===== src/rtl/corr_pkg.sv =====
`default_nettype none
// ============================================================================
//  corr_pkg
//  Shared types and constants for the correlator control/MAC/shifter chain.
//  Revision: 1.0
// ============================================================================
package corr_pkg;

    localparam int ADDR_DEFAULT    = 8;
    localparam int TIMEOUT_DEFAULT = 64;
    localparam int ACC_W           = 40;
    localparam int SAMPLE_W        = 16;

    typedef enum logic [2:0] {
        IDLE  = 3'd0,
        CLEAR = 3'd1,
        FETCH = 3'd2,
        DRAIN = 3'd3,
        WAIT  = 3'd4,
        FIN   = 3'd5
    } state_t;

endpackage
`default_nettype wire


===== src/rtl/corr_sequencer_if.sv =====
`default_nettype none
// ============================================================================
//  corr_sequencer_if
//  Request, RAM-read and MAC-strobe bundle of the correlation sequencer.
//  Revision: 1.0
// ============================================================================
interface corr_sequencer_if #(
    parameter int ADDR = corr_pkg::ADDR_DEFAULT
);
    logic            start;
    logic [ADDR-1:0] offset;
    logic [ADDR:0]   length;
    logic            re;
    logic [ADDR-1:0] raddr_x;
    logic [ADDR-1:0] raddr_y;
    logic            mac_clr;
    logic            mac_en;
    logic            mac_req;
    logic            mac_done;
    logic            busy;
    logic            done;
    logic            timeout;

    // Sequencer side
    modport master (
        input  start, offset, length, mac_done,
        output re, raddr_x, raddr_y, mac_clr, mac_en, mac_req, busy, done, timeout
    );

    // Requester / RAM / MAC side
    modport slave (
        output start, offset, length, mac_done,
        input  re, raddr_x, raddr_y, mac_clr, mac_en, mac_req, busy, done, timeout
    );
endinterface
`default_nettype wire


===== src/rtl/corr_sequencer.sv =====
`default_nettype none
// ============================================================================
//  corr_sequencer
//  Walks x (circular) and y RAMs for one lag, strobes the MAC, reports status.
//  Revision: 1.0
// ============================================================================
module corr_sequencer
    import corr_pkg::*;
#(
    parameter int ADDR    = ADDR_DEFAULT,
    parameter int TIMEOUT = TIMEOUT_DEFAULT
) (
    input  wire logic         ck,
    input  wire logic         reset,
    corr_sequencer_if.master  bus
);

    localparam int c_WAIT_W = $clog2(TIMEOUT + 1);

    state_t              r_state,   w_state_nxt;
    logic [ADDR-1:0]     r_offset,  w_offset_nxt;
    logic [ADDR:0]       r_len,     w_len_nxt;
    logic [ADDR:0]       r_idx,     w_idx_nxt;
    logic [c_WAIT_W-1:0] r_wait,    w_wait_nxt;
    logic                r_fail,    w_fail_nxt;

    logic                r_re,      w_re_nxt;
    logic [ADDR-1:0]     r_raddr_x, w_raddr_x_nxt;
    logic [ADDR-1:0]     r_raddr_y, w_raddr_y_nxt;
    logic                r_clr,     w_clr_nxt;
    logic                r_en,      w_en_nxt;
    logic                r_req,     w_req_nxt;
    logic                r_busy,    w_busy_nxt;
    logic                r_done,    w_done_nxt;
    logic                r_tmo,     w_tmo_nxt;

    always_ff @(posedge ck) begin
        if (reset) begin
            r_state   <= IDLE;
            r_offset  <= '0;
            r_len     <= '0;
            r_idx     <= '0;
            r_wait    <= '0;
            r_fail    <= 1'b0;
            r_re      <= 1'b0;
            r_raddr_x <= '0;
            r_raddr_y <= '0;
            r_clr     <= 1'b0;
            r_en      <= 1'b0;
            r_req     <= 1'b0;
            r_busy    <= 1'b0;
            r_done    <= 1'b0;
            r_tmo     <= 1'b0;
        end else begin
            r_state   <= w_state_nxt;
            r_offset  <= w_offset_nxt;
            r_len     <= w_len_nxt;
            r_idx     <= w_idx_nxt;
            r_wait    <= w_wait_nxt;
            r_fail    <= w_fail_nxt;
            r_re      <= w_re_nxt;
            r_raddr_x <= w_raddr_x_nxt;
            r_raddr_y <= w_raddr_y_nxt;
            r_clr     <= w_clr_nxt;
            r_en      <= w_en_nxt;
            r_req     <= w_req_nxt;
            r_busy    <= w_busy_nxt;
            r_done    <= w_done_nxt;
            r_tmo     <= w_tmo_nxt;
        end
    end

    always_comb begin
        w_state_nxt   = r_state;
        w_offset_nxt  = r_offset;
        w_len_nxt     = r_len;
        w_idx_nxt     = r_idx;
        w_wait_nxt    = r_wait;
        w_fail_nxt    = r_fail;
        w_re_nxt      = 1'b0;
        w_raddr_x_nxt = r_raddr_x;
        w_raddr_y_nxt = r_raddr_y;
        w_clr_nxt     = 1'b0;
        // The RAM answers one cycle after re, so mac_en is simply re delayed.
        w_en_nxt      = r_re;
        w_req_nxt     = 1'b0;
        w_busy_nxt    = r_busy;
        w_done_nxt    = 1'b0;
        w_tmo_nxt     = 1'b0;

        unique case (r_state)
            IDLE: begin
                if (bus.start) begin
                    w_offset_nxt = bus.offset;
                    w_len_nxt    = bus.length;
                    w_state_nxt  = CLEAR;
                end
            end
            CLEAR: begin
                w_clr_nxt  = 1'b1;
                w_busy_nxt = 1'b1;
                w_fail_nxt = 1'b0;
                if (r_len != '0) begin
                    w_re_nxt      = 1'b1;
                    w_raddr_x_nxt = r_offset;
                    w_raddr_y_nxt = '0;
                    w_idx_nxt     = (ADDR+1)'(1);
                    w_state_nxt   = FETCH;
                end else begin
                    w_state_nxt   = FIN;
                end
            end
            FETCH: begin
                if (r_idx == r_len) begin
                    // Last product is entering the MAC this cycle.
                    w_req_nxt   = 1'b1;
                    w_state_nxt = DRAIN;
                end else begin
                    w_re_nxt      = 1'b1;
                    w_raddr_x_nxt = r_offset + r_idx[ADDR-1:0];
                    w_raddr_y_nxt = r_idx[ADDR-1:0];
                    w_idx_nxt     = r_idx + (ADDR+1)'(1);
                end
            end
            DRAIN: begin
                w_wait_nxt  = '0;
                w_state_nxt = WAIT;
            end
            WAIT: begin
                // mac_done wins over an expiring counter in the same cycle.
                if (bus.mac_done) begin
                    w_fail_nxt  = 1'b0;
                    w_state_nxt = FIN;
                end else if (r_wait == c_WAIT_W'(TIMEOUT - 1)) begin
                    w_fail_nxt  = 1'b1;
                    w_state_nxt = FIN;
                end else begin
                    w_wait_nxt  = r_wait + c_WAIT_W'(1);
                end
            end
            FIN: begin
                w_done_nxt  = 1'b1;
                w_busy_nxt  = 1'b0;
                w_tmo_nxt   = r_fail;
                w_state_nxt = IDLE;
            end
            default: begin
                w_state_nxt = IDLE;
            end
        endcase
    end

    assign bus.re      = r_re;
    assign bus.raddr_x = r_raddr_x;
    assign bus.raddr_y = r_raddr_y;
    assign bus.mac_clr = r_clr;
    assign bus.mac_en  = r_en;
    assign bus.mac_req = r_req;
    assign bus.busy    = r_busy;
    assign bus.done    = r_done;
    assign bus.timeout = r_tmo;

endmodule
`default_nettype wire


===== src/flat_wrapper.sv =====
// flat-port wrapper written by rule: the top's interface ports become plain ports
module corr_sequencer_flat import corr_pkg::*;
#(
    parameter int ADDR    = ADDR_DEFAULT,
    parameter int TIMEOUT = TIMEOUT_DEFAULT
)
  (ck, reset, bus_start, bus_offset, bus_length, bus_mac_done, bus_re, bus_raddr_x, bus_raddr_y, bus_mac_clr, bus_mac_en, bus_mac_req, bus_busy, bus_done, bus_timeout);
  corr_sequencer_if #(.ADDR(ADDR)) bus_i ();
  input  wire logic ck;
  input  wire logic reset;
  input wire logic [$bits(bus_i.start)-1:0] bus_start;
  input wire logic [$bits(bus_i.offset)-1:0] bus_offset;
  input wire logic [$bits(bus_i.length)-1:0] bus_length;
  input wire logic [$bits(bus_i.mac_done)-1:0] bus_mac_done;
  output wire logic [$bits(bus_i.re)-1:0] bus_re;
  output wire logic [$bits(bus_i.raddr_x)-1:0] bus_raddr_x;
  output wire logic [$bits(bus_i.raddr_y)-1:0] bus_raddr_y;
  output wire logic [$bits(bus_i.mac_clr)-1:0] bus_mac_clr;
  output wire logic [$bits(bus_i.mac_en)-1:0] bus_mac_en;
  output wire logic [$bits(bus_i.mac_req)-1:0] bus_mac_req;
  output wire logic [$bits(bus_i.busy)-1:0] bus_busy;
  output wire logic [$bits(bus_i.done)-1:0] bus_done;
  output wire logic [$bits(bus_i.timeout)-1:0] bus_timeout;
  assign bus_i.start = bus_start;
  assign bus_i.offset = bus_offset;
  assign bus_i.length = bus_length;
  assign bus_i.mac_done = bus_mac_done;
  assign bus_re = bus_i.re;
  assign bus_raddr_x = bus_i.raddr_x;
  assign bus_raddr_y = bus_i.raddr_y;
  assign bus_mac_clr = bus_i.mac_clr;
  assign bus_mac_en = bus_i.mac_en;
  assign bus_mac_req = bus_i.mac_req;
  assign bus_busy = bus_i.busy;
  assign bus_done = bus_i.done;
  assign bus_timeout = bus_i.timeout;
  corr_sequencer #(.ADDR(ADDR), .TIMEOUT(TIMEOUT)) u_core (.ck(ck), .reset(reset), .bus(bus_i));
endmodule

===== config.mk =====
export PLATFORM = sky130hd
export DESIGN_NAME = corr_sequencer_flat
export DESIGN_NICKNAME = d
export VERILOG_FILES = /design/src/rtl/corr_pkg.sv /design/src/rtl/corr_sequencer_if.sv /design/src/rtl/corr_sequencer.sv /design/src/flat_wrapper.sv
export SDC_FILE = /design/constraint.sdc
export NUM_CORES = 1
export LEC_CHECK = 0
export ABC_AREA = 1
export CAP_MARGIN = 15
export CORE_MARGIN = 2
export CORE_UTILIZATION = 50
export CTS_CLUSTER_SIZE = 20
export DETAILED_ROUTE_END_ITERATION = 7
export PLACE_DENSITY_LB_ADDON = 0.2
export SKIP_LAST_GASP = 1
export SLEW_MARGIN = 30
export SYNTH_ARGS = -nofsm -noshare
export SYNTH_HDL_FRONTEND = slang
export SYNTH_SLANG_ARGS = --single-unit
export TNS_END_PERCENT = 5

===== constraint.sdc =====
create_clock -name ck -period 3.8 [get_ports ck]
set_input_delay 0.38 -clock ck [delete_from_list [all_inputs] [get_ports ck]]
set_output_delay 0.38 -clock ck [all_outputs]
set_load 0.02 [all_outputs]

Figure 1. Placement view.
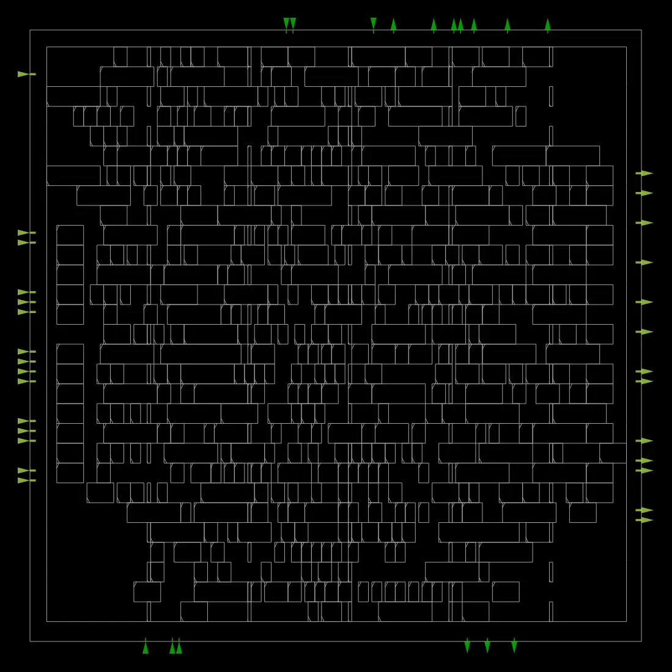
Final Non-Filler Cells: 549
tap cells: 77
flop count: 60
Core Region: 6280 um^2

Figure 2. Port wiring.
(3 px per um)
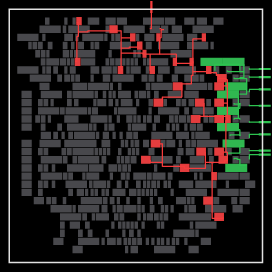
legend:
  reset:
    colour: red
    direction: input
    edge: top
    end_cells: 31
    wire: 263 um
  bus_raddr_y:
    colour: green
    direction: output
    edge: right
    end_cells: 8
    wire: 104 um

Figure 3. Placed cells, one colour a class.
(4 px per um)
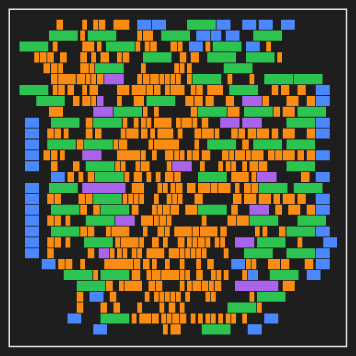
legend:
  other buffers and delay cells:
    colour: blue
    cells: 45
    share_of_their_area: 12%
  combinational and other logic:
    colour: orange
    cells: 352
    share_of_their_area: 50%
  flops:
    colour: green
    cells: 60
    share_of_their_area: 32%
  clock drivers and dummy loads:
    colour: purple
    cells: 15
    share_of_their_area: 6.0%
Core Util, Final: 60.9%
Row Count: 29
fraction of area in registers: 31.4%
fin area: 3820 um^2

==> impl_metrics.env <==
# yosys + openroad results
export IMPL_p_int_mw=1.50
export IMPL_drv_slew=0
export IMPL_largest_area_cell="dfxtp_1"
export IMPL_logic_family="simple AND/OR/NAND/NOR gates"
export IMPL_die_y_um=83.9
export IMPL_drtAntennaViolNets=0
export IMPL_postCtsSetupBuffers=0
export IMPL_grt_pass1_vias=2436
export IMPL_drtIter0Drc=115
export IMPL_synth_seq_share_pct=37.6
export IMPL_wire_per_inst_um=12.0
export IMPL_period_needed_ns=1.95
export IMPL_cts_resized=0
export IMPL_clkPwrFrac_pct=26.0
export IMPL_power_combinational_fraction_pct=38.8
export IMPL_root_buffer="clkbuf_8"
export IMPL_netlist_top_cells_count="nand2_1 (78), dfxtp_1 (60), inv_1 (49)"
export IMPL_drc=0
export IMPL_synth_cells=432
export IMPL_synthAoiAreaFrac_pct=14.8
export IMPL_clock_sinks=60
export IMPL_rsz0062_at_grt="no"
export IMPL_setup_violations=0
export IMPL_nNetsFinal=499
export IMPL_drv_cap=0
export IMPL_dr_pass1_iters=5
export IMPL_fp_utilization_pct=50.9
export IMPL_setup_tns_ns=0
export IMPL_warnings=26
export IMPL_flop_cell="dfxtp_1"
export IMPL_topCellsByArea="dfxtp_1 (38%), nand2_1 (9.2%), nand3_1 (6.1%), inv_1 (5.8%), a21oi_1 (5.0%)"
export IMPL_swShare_pct=39.1
export IMPL_ioPinCount=44
export IMPL_area_growth_pct=19.7
export IMPL_max_slew_margin_pct=47.4
export IMPL_cpPeakStageDelay_ns=0.33
export IMPL_cts_buffers_inserted=9
export IMPL_place_area_um2=3590
export IMPL_wl_um=6560
export IMPL_clock_fmax_ghz=0.512
export IMPL_grt_pass1_wl_um=11200
export IMPL_xor_share_pct=2.43
export IMPL_cts_reportedPaths_clkPinSlew_ns=0.07
export IMPL_setup_slack_ns=1.85
export IMPL_async_reset_ff_share_pct=0
export IMPL_synth_nets=463
export IMPL_place_hpwl_um=4670
export IMPL_antenna_found_initial=0
export IMPL_status="complete, no violations"
export IMPL_clock_skew_ns=0.00840
export IMPL_netlist_area_um2=3190
export IMPL_seqPwrFrac_pct=35.2
export IMPL_grt_ovfl_total=0
export IMPL_dpl_worst_slack_ns=1.53
export IMPL_finalClockPeriodUsage_pct=51.4
export IMPL_synth_edff_count=0
export IMPL_fp_dieW_um=83.9
export IMPL_track_usage_pct=19.4
export IMPL_num_fill_cells=607
export IMPL_routed_via_density=5.16
export IMPL_power_mw=2.46
export IMPL_p_leak_nw=1.56
export IMPL_ir_worst_vdd_v=0.000352
export IMPL_tightest_slew_ns=0.789
export IMPL_cp_slowest_cell="dfxtp_1"
export IMPL_htree_levels=3
export IMPL_ys_sh_simple_pct=30.2
export IMPL_startpoint_type="flop"
export IMPL_io_buffers=43
export IMPL_dieArea_um2=7040
export IMPL_yosys_area_um2=3190
export IMPL_gp_congestion=0.870
export IMPL_cts_tree="done"
export IMPL_postSynthAreaPerCell_um2=7.39
export IMPL_mux_share_pct=0
export IMPL_powerDensity_nw_per_um2=643
export IMPL_switchingPower_uw=963
export IMPL_grt_max_degree=35
export IMPL_n_antenna_cell=0
-- placed cells by master, fill, tap and decap left out, types with 2 or more instances in the layout --
cell / synthesis / routed
dfxtp_1: 60 / 60
a21oi_1: 32 / 32
o21ai_0: 25 / 25
nand3_1: 39 / 38
nor3_1: 5 / 5
clkbuf_8: 0 / 11
xnor2_1: 4 / 4
nand4_1: 8 / 8
inv_2: 5 / 5
or2_2: 3 / 3
nand2_1: 78 / 78
a21oi_2: 16 / 16
inv_1: 49 / 49
bufinv_16: 0 / 2
ha_1: 9 / 9
nor2_1: 32 / 32
nand3b_1: 3 / 3
buf_4: 2 / 2
nand2_2: 24 / 24
nand3_2: 1 / 2
clkdlybuf4s50_1: 0 / 43
nor3b_1: 2 / 2
xor2_1: 3 / 3
-- worst max-delay path: cells and delay by family (launching register included) --
family / cells / cell delay, ns
AND/OR/NAND/NOR: 4 / 0.88
buffers and inverters: 3 / 0.52
flip-flops: 1 / 0.33
AND-OR/OR-AND: 1 / 0.14
-- metal layers --
layer  GRT usage [%]  wire length (um)
met5               0                 0
met4            7.62                76
met3            4.15               387
met2            29.5              2910
met1            26.9              3190
-- registers in the layout (all words and copies together) (netlist names), 3 cells and up --
signal and flops:
u_core.r_len 9, u_core.r_wait 7, u_core.r_idx 9, u_core.r_offset 8
u_core.bus.raddr_x 8, u_core.bus.raddr_y 8, u_core.r_state 3
-- through the flow --
stage	std cells	hold slack, ns
2_1_floorplan	432	0.436
3_3_place_gp	534	0.412
3_5_place_dp	534	0.426
4_1_cts	549	0.437
5_1_grt	549	0.445
6_report	549	0.428
-- cells by family (layout without fill, tap and decap cells) --
logic type | Yosys count | count (layout)
simple gates | 201 | 201
compound gates | 79 | 79
buf+inv | 74 | 114
flops | 60 | 60
fa+ha+maj | 10 | 10
xor+xnor | 8 | 8
-- path summary, 6_finish.rpt --
kind	slack, ns	cells past startpoint	endpoint	start
setup / recovery	1.85	8	u_core.bus.raddr_x[1]	u_core.r_state[2]
hold / removal	0.43	2	u_core.bus.mac_en	u_core.bus.re
setup reg to reg	1.85	8	u_core.bus.raddr_x[1]	u_core.r_state[2]
hold reg to reg	0.43	2	u_core.bus.mac_en	u_core.bus.re
-- layout make-up --
cell class                      count  area [um^2]  area share [%]
Clock buffer                       11          151            3.96
Clock inverter                      4         72.6            1.90
Inverter                           54          203            5.30
Multi-Input combinational cell    298         1650            43.3
Sequential cell                    60         1200            31.4
Tap cell                           77         96.3            2.52
Timing Repair Buffer               45          445            11.6
-- power by group through the flow --
stage	clock [mW]	combinational [mW]	sequential [mW]
after floorplan	0	0.766	0.903
after global placement	0	0.934	0.877
after detailed placement	0	0.954	0.880
after CTS	0.651	0.957	0.867
after global routing	0.683	1.08	0.885
final	0.639	0.955	0.867
No activity file was given, so power comes from the tool's default toggle rates.
